Met1 routing:
Bar = 20 um. Supply wires on this layer in grey.
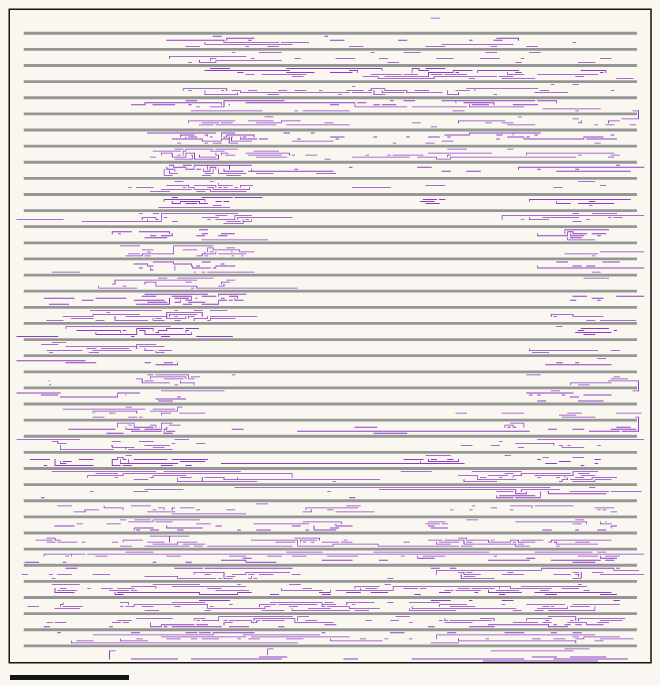
M2 wires:
Cells faint in the background.
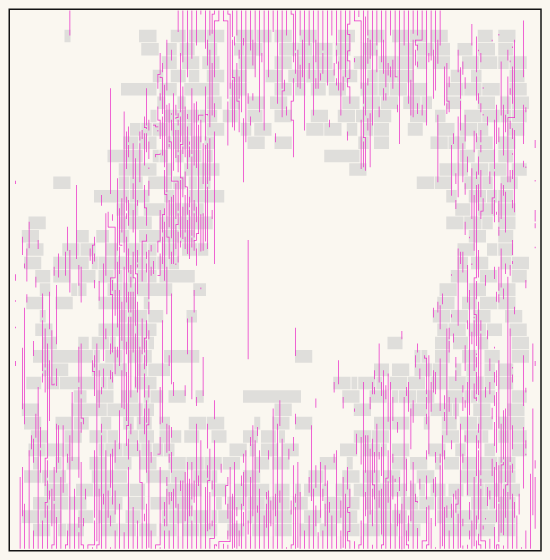
[src/rtl/axi_pkg.sv]
// Shared AXI4 write-path constants and the write-arbiter state type.
package axi_pkg;

   localparam int AXI_ADDR_W = 32;
   localparam int AXI_DATA_W = 32;
   localparam int AXI_STRB_W = AXI_DATA_W / 8;
   localparam int AXI_LEN_W  = 8;

   localparam logic [1:0] BURST_FIXED = 2'b00;
   localparam logic [1:0] BURST_INCR  = 2'b01;

   localparam logic [1:0] RESP_OKAY   = 2'b00;
   localparam logic [1:0] RESP_SLVERR = 2'b10;

   typedef enum logic [1:0] {
      ST_ARB,
      ST_ADDR,
      ST_DATA,
      ST_RESP
   } wr_arb_st_t;

endpackage

[src/rtl/rr_arbiter.sv]
// Combinational round-robin picker: first set request after last_grant, wrapping.
module rr_arbiter
   import axi_pkg::*;
#(
   parameter int N     = 2,
   parameter int IDX_W = $clog2(N)
) (
   input  logic [N-1:0]     req,
   input  logic [IDX_W-1:0] last_grant,
   output logic [N-1:0]     grant,
   output logic [IDX_W-1:0] grant_idx
);

   int unsigned      cand;
   logic [IDX_W-1:0] cand_idx;
   logic             found;

   always_comb begin
      grant     = '0;
      grant_idx = '0;
      found     = 1'b0;
      cand      = 0;
      cand_idx  = '0;
      for (int unsigned off = 1; off <= N; off++) begin
         cand = 32'(last_grant) + off;
         if (cand >= 32'(N)) begin
            cand = cand - 32'(N);
         end
         cand_idx = cand[IDX_W-1:0];
         if (!found && req[cand_idx]) begin
            found           = 1'b1;
            grant[cand_idx] = 1'b1;
            grant_idx       = cand_idx;
         end
      end
   end

endmodule

[src/rtl/axi_wr_arbiter.sv]
// Shares one AXI4 write port among NUM_MASTER requesters, one burst at a time,
// round-robin at burst granularity; the grant is held from AW through B.
module axi_wr_arbiter
   import axi_pkg::*;
#(
   parameter int NUM_MASTER = 2,
   parameter int ID_WIDTH   = 2
) (
   input  logic                                  clk,
   input  logic                                  rst,
   input  logic [NUM_MASTER-1:0][AXI_ADDR_W-1:0] S_WR_ADDR,
   input  logic [NUM_MASTER-1:0][AXI_LEN_W-1:0]  S_WR_ADDR_LEN,
   input  logic [NUM_MASTER-1:0][1:0]            S_WR_ADDR_BURST,
   input  logic [NUM_MASTER-1:0]                 S_WR_ADDR_VALID,
   output logic [NUM_MASTER-1:0]                 S_WR_ADDR_READY,
   input  logic [NUM_MASTER-1:0][AXI_DATA_W-1:0] S_WR_DATA,
   input  logic [NUM_MASTER-1:0][AXI_STRB_W-1:0] S_WR_STRB,
   input  logic [NUM_MASTER-1:0]                 S_WR_DATA_LAST,
   input  logic [NUM_MASTER-1:0]                 S_WR_DATA_VALID,
   output logic [NUM_MASTER-1:0]                 S_WR_DATA_READY,
   output logic [NUM_MASTER-1:0][1:0]            S_WR_BACK_RESP,
   output logic [NUM_MASTER-1:0]                 S_WR_BACK_VALID,
   input  logic [NUM_MASTER-1:0]                 S_WR_BACK_READY,
   output logic [ID_WIDTH-1:0]                   MASTER_WR_ADDR_ID,
   output logic [AXI_ADDR_W-1:0]                 MASTER_WR_ADDR,
   output logic [AXI_LEN_W-1:0]                  MASTER_WR_ADDR_LEN,
   output logic [1:0]                            MASTER_WR_ADDR_BURST,
   output logic                                  MASTER_WR_ADDR_VALID,
   input  logic                                  MASTER_WR_ADDR_READY,
   output logic [AXI_DATA_W-1:0]                 MASTER_WR_DATA,
   output logic [AXI_STRB_W-1:0]                 MASTER_WR_STRB,
   output logic                                  MASTER_WR_DATA_LAST,
   output logic                                  MASTER_WR_DATA_VALID,
   input  logic                                  MASTER_WR_DATA_READY,
   input  logic [ID_WIDTH-1:0]                   MASTER_WR_BACK_ID,
   input  logic [1:0]                            MASTER_WR_BACK_RESP,
   input  logic                                  MASTER_WR_BACK_VALID,
   output logic                                  MASTER_WR_BACK_READY,
   output logic [$clog2(NUM_MASTER)-1:0]         grant_idx,
   output logic                                  busy,
   output logic                                  last_err
);

   localparam int IDX_W = $clog2(NUM_MASTER);

   wr_arb_st_t            state_q, state_d;
   logic [IDX_W-1:0]      grant_q, grant_d;
   logic [IDX_W-1:0]      last_grant_q, last_grant_d;
   logic [AXI_LEN_W-1:0]  beat_cnt_q, beat_cnt_d;
   logic                  last_err_q, last_err_d;
   logic [NUM_MASTER-1:0] arb_gnt;
   logic [IDX_W-1:0]      arb_idx;
   logic [NUM_MASTER-1:0] gnt_oh;
   logic                  beat_last;

   rr_arbiter #(
      .N     (NUM_MASTER),
      .IDX_W (IDX_W)
   ) u_rr (
      .req        (S_WR_ADDR_VALID),
      .last_grant (last_grant_q),
      .grant      (arb_gnt),
      .grant_idx  (arb_idx)
   );

   assign gnt_oh    = NUM_MASTER'(1) << grant_q;
   assign beat_last = (beat_cnt_q == '0);
   assign grant_idx = grant_q;
   assign busy      = (state_q != ST_ARB);
   assign last_err  = last_err_q;

   always_ff @(posedge clk) begin
      if (rst) begin
         state_q      <= ST_ARB;
         grant_q      <= '0;
         last_grant_q <= IDX_W'(NUM_MASTER - 1);
         beat_cnt_q   <= '0;
         last_err_q   <= 1'b0;
      end else begin
         state_q      <= state_d;
         grant_q      <= grant_d;
         last_grant_q <= last_grant_d;
         beat_cnt_q   <= beat_cnt_d;
         last_err_q   <= last_err_d;
      end
   end

   // All master-side and requester-side outputs are zero outside the phase that owns them.
   always_comb begin
      state_d              = state_q;
      grant_d              = grant_q;
      last_grant_d         = last_grant_q;
      beat_cnt_d           = beat_cnt_q;
      last_err_d           = last_err_q;
      S_WR_ADDR_READY      = '0;
      S_WR_DATA_READY      = '0;
      S_WR_BACK_RESP       = '0;
      S_WR_BACK_VALID      = '0;
      MASTER_WR_ADDR_ID    = '0;
      MASTER_WR_ADDR       = '0;
      MASTER_WR_ADDR_LEN   = '0;
      MASTER_WR_ADDR_BURST = '0;
      MASTER_WR_ADDR_VALID = 1'b0;
      MASTER_WR_DATA       = '0;
      MASTER_WR_STRB       = '0;
      MASTER_WR_DATA_LAST  = 1'b0;
      MASTER_WR_DATA_VALID = 1'b0;
      MASTER_WR_BACK_READY = 1'b0;
      unique case (state_q)
         ST_ARB: begin
            if (|arb_gnt) begin
               grant_d = arb_idx;
               state_d = ST_ADDR;
            end
         end
         ST_ADDR: begin
            MASTER_WR_ADDR_ID    = ID_WIDTH'(grant_q);
            MASTER_WR_ADDR       = S_WR_ADDR[grant_q];
            MASTER_WR_ADDR_LEN   = S_WR_ADDR_LEN[grant_q];
            MASTER_WR_ADDR_BURST = S_WR_ADDR_BURST[grant_q];
            MASTER_WR_ADDR_VALID = S_WR_ADDR_VALID[grant_q];
            S_WR_ADDR_READY      = MASTER_WR_ADDR_READY ? gnt_oh : '0;
            if (S_WR_ADDR_VALID[grant_q] && MASTER_WR_ADDR_READY) begin
               beat_cnt_d = S_WR_ADDR_LEN[grant_q];
               state_d    = ST_DATA;
            end
         end
         ST_DATA: begin
            MASTER_WR_DATA       = S_WR_DATA[grant_q];
            MASTER_WR_STRB       = S_WR_STRB[grant_q];
            MASTER_WR_DATA_LAST  = beat_last;
            MASTER_WR_DATA_VALID = S_WR_DATA_VALID[grant_q];
            S_WR_DATA_READY      = MASTER_WR_DATA_READY ? gnt_oh : '0;
            if (S_WR_DATA_VALID[grant_q] && MASTER_WR_DATA_READY) begin
               // The burst length is trusted over the requester's LAST flag.
               if (S_WR_DATA_LAST[grant_q] != beat_last) begin
                  last_err_d = 1'b1;
               end
               if (beat_last) begin
                  state_d = ST_RESP;
               end else begin
                  beat_cnt_d = beat_cnt_q - 1'b1;
               end
            end
         end
         ST_RESP: begin
            MASTER_WR_BACK_READY    = S_WR_BACK_READY[grant_q];
            S_WR_BACK_VALID         = MASTER_WR_BACK_VALID ? gnt_oh : '0;
            S_WR_BACK_RESP[grant_q] = MASTER_WR_BACK_RESP;
            if (MASTER_WR_BACK_VALID && S_WR_BACK_READY[grant_q]) begin
               if (MASTER_WR_BACK_ID != ID_WIDTH'(grant_q)) begin
                  last_err_d = 1'b1;
               end
               last_grant_d = grant_q;
               state_d      = ST_ARB;
            end
         end
         default: state_d = ST_ARB;
      endcase
   end

endmodule

[config.mk]
export PLATFORM = sky130hd
export DESIGN_NAME = axi_wr_arbiter
export DESIGN_NICKNAME = d
export VERILOG_FILES = /design/src/rtl/axi_pkg.sv /design/src/rtl/rr_arbiter.sv /design/src/rtl/axi_wr_arbiter.sv
export SDC_FILE = /design/constraint.sdc
export NUM_CORES = 1
export LEC_CHECK = 0
export CAP_MARGIN = 0
export CORE_AREA = 2 2 106 108
export CTS_CLUSTER_DIAMETER = 200
export DETAILED_ROUTE_END_ITERATION = 8
export DIE_AREA = 0 0 108 110
export PLACE_DENSITY = 0.77
export SYNTH_ARGS = -nofsm -noshare
export SYNTH_HDL_FRONTEND = slang
export SYNTH_SLANG_ARGS = --single-unit
[constraint.sdc]
create_clock -name clk -period 2.4 [get_ports clk]
set_clock_uncertainty 0.2 [all_clocks]
set_input_delay 0.36 -clock clk [delete_from_list [all_inputs] [get_ports clk]]
set_output_delay 0.36 -clock clk [all_outputs]
set_load 0.02 [all_outputs]
==> flow_metrics.env <==
# source this file to load flow results
export IMPL_synth_stat_cells=318
export IMPL_min_from="last_err"
export IMPL_ir_worst_vdd_mv=0.4733
export IMPL_cts_hold_buffers=0
export IMPL_dp_cells=714
export IMPL_lay_top_count="clkdlybuf4s50_1"
export IMPL_warnings=30
export IMPL_setup_violations=0
export IMPL_period_used_pct=97.94
export IMPL_regMostFlops="beat_cnt_q"
export IMPL_clock_latency_ns=0.24
export IMPL_yosys_area_share_xor_xnor_pct=0.7487
export IMPL_die_h_um=110
export IMPL_ys_flops=13
export IMPL_htree_levels=1
export IMPL_fin_area_sq_um=5258
export IMPL_largest_cell_class="non-clock buffers"
export IMPL_combPwrFrac_pct=84.4
export IMPL_fp_row_count=38
export IMPL_grt_pass1_vias=3291
export IMPL_crit_fanout=16
export IMPL_status="complete, no violations"
export IMPL_top_regs="beat_cnt_q (8), state_q (2)"
export IMPL_synth_comb_largest_family="multiplexers"
export IMPL_hold_path_class="reg2reg"
export IMPL_grt_first_pass_wirelength_um=16860
export IMPL_pg_seq_mw=0.340
export IMPL_cts_sinks=13
export IMPL_cts_tree="yes"
export IMPL_ys_sh_aoi_pct=10.32
export IMPL_post_cts_buffers=2
export IMPL_drt_met1_wl_um=4354
export IMPL_comb_power_mw=2.92
export IMPL_buffers=286
export IMPL_fin_nets=761
export IMPL_holdPathEnd="last_err"
export IMPL_drcViolationCount=0
export IMPL_ys_area_sq_um=2340
export IMPL_gr_max_usage_layer="met2"
export IMPL_first_pass_iters=4
export IMPL_synth_warnings=0
export IMPL_clock_buffers=4
export IMPL_power_leader="combinational logic"
export IMPL_swShare_pct=49.00
export IMPL_setup_ws_ns=0.04939
export IMPL_routedWlPerCell_um=15.99
export IMPL_highest_layer="met4"
export IMPL_crit_chain="bufbuf_16 > and3_1 > clkdlybuf4s50_1"
export IMPL_track_usage_pct=17.72
export IMPL_overflow=0
export IMPL_pre_cts_ws_ns=-0.1517
Back to the opening pictures, 'met1 routing':
nets with wire on the layer	637
share of all routed wire	38%
wire length on this layer	4350 um
via count: 3297
Detailed Route WL: 11550 um
GR Util met1: 20.09%

Back to the opening pictures, 'M2 wires':
wire length on this layer	5900 um
share of all routed wire	51%
met2 Use GR: 32.61%

==> synthesized netlist by cell type (2+ instances only) <==
| master | instances |
|---|---|
| mux2i_1 | 84 |
| nor2_1 | 53 |
| clkbuf_1 | 12 |
| o21ai_2 | 2 |
| nand3_1 | 2 |
| dfxtp_1 | 13 |
| a31oi_1 | 5 |
| nand2_1 | 6 |
| nor3_1 | 3 |
| a221oi_1 | 2 |
| xnor2_1 | 2 |
| buf_1 | 2 |
| o32ai_1 | 5 |
| and2_1 | 6 |
| nor2b_1 | 48 |
| inv_1 | 13 |
| buf_6 | 2 |
| ha_1 | 6 |
| and3_1 | 7 |
| buf_2 | 9 |
| buf_4 | 2 |
| nand2b_1 | 2 |
| a21oi_1 | 10 |
| o21ai_0 | 5 |
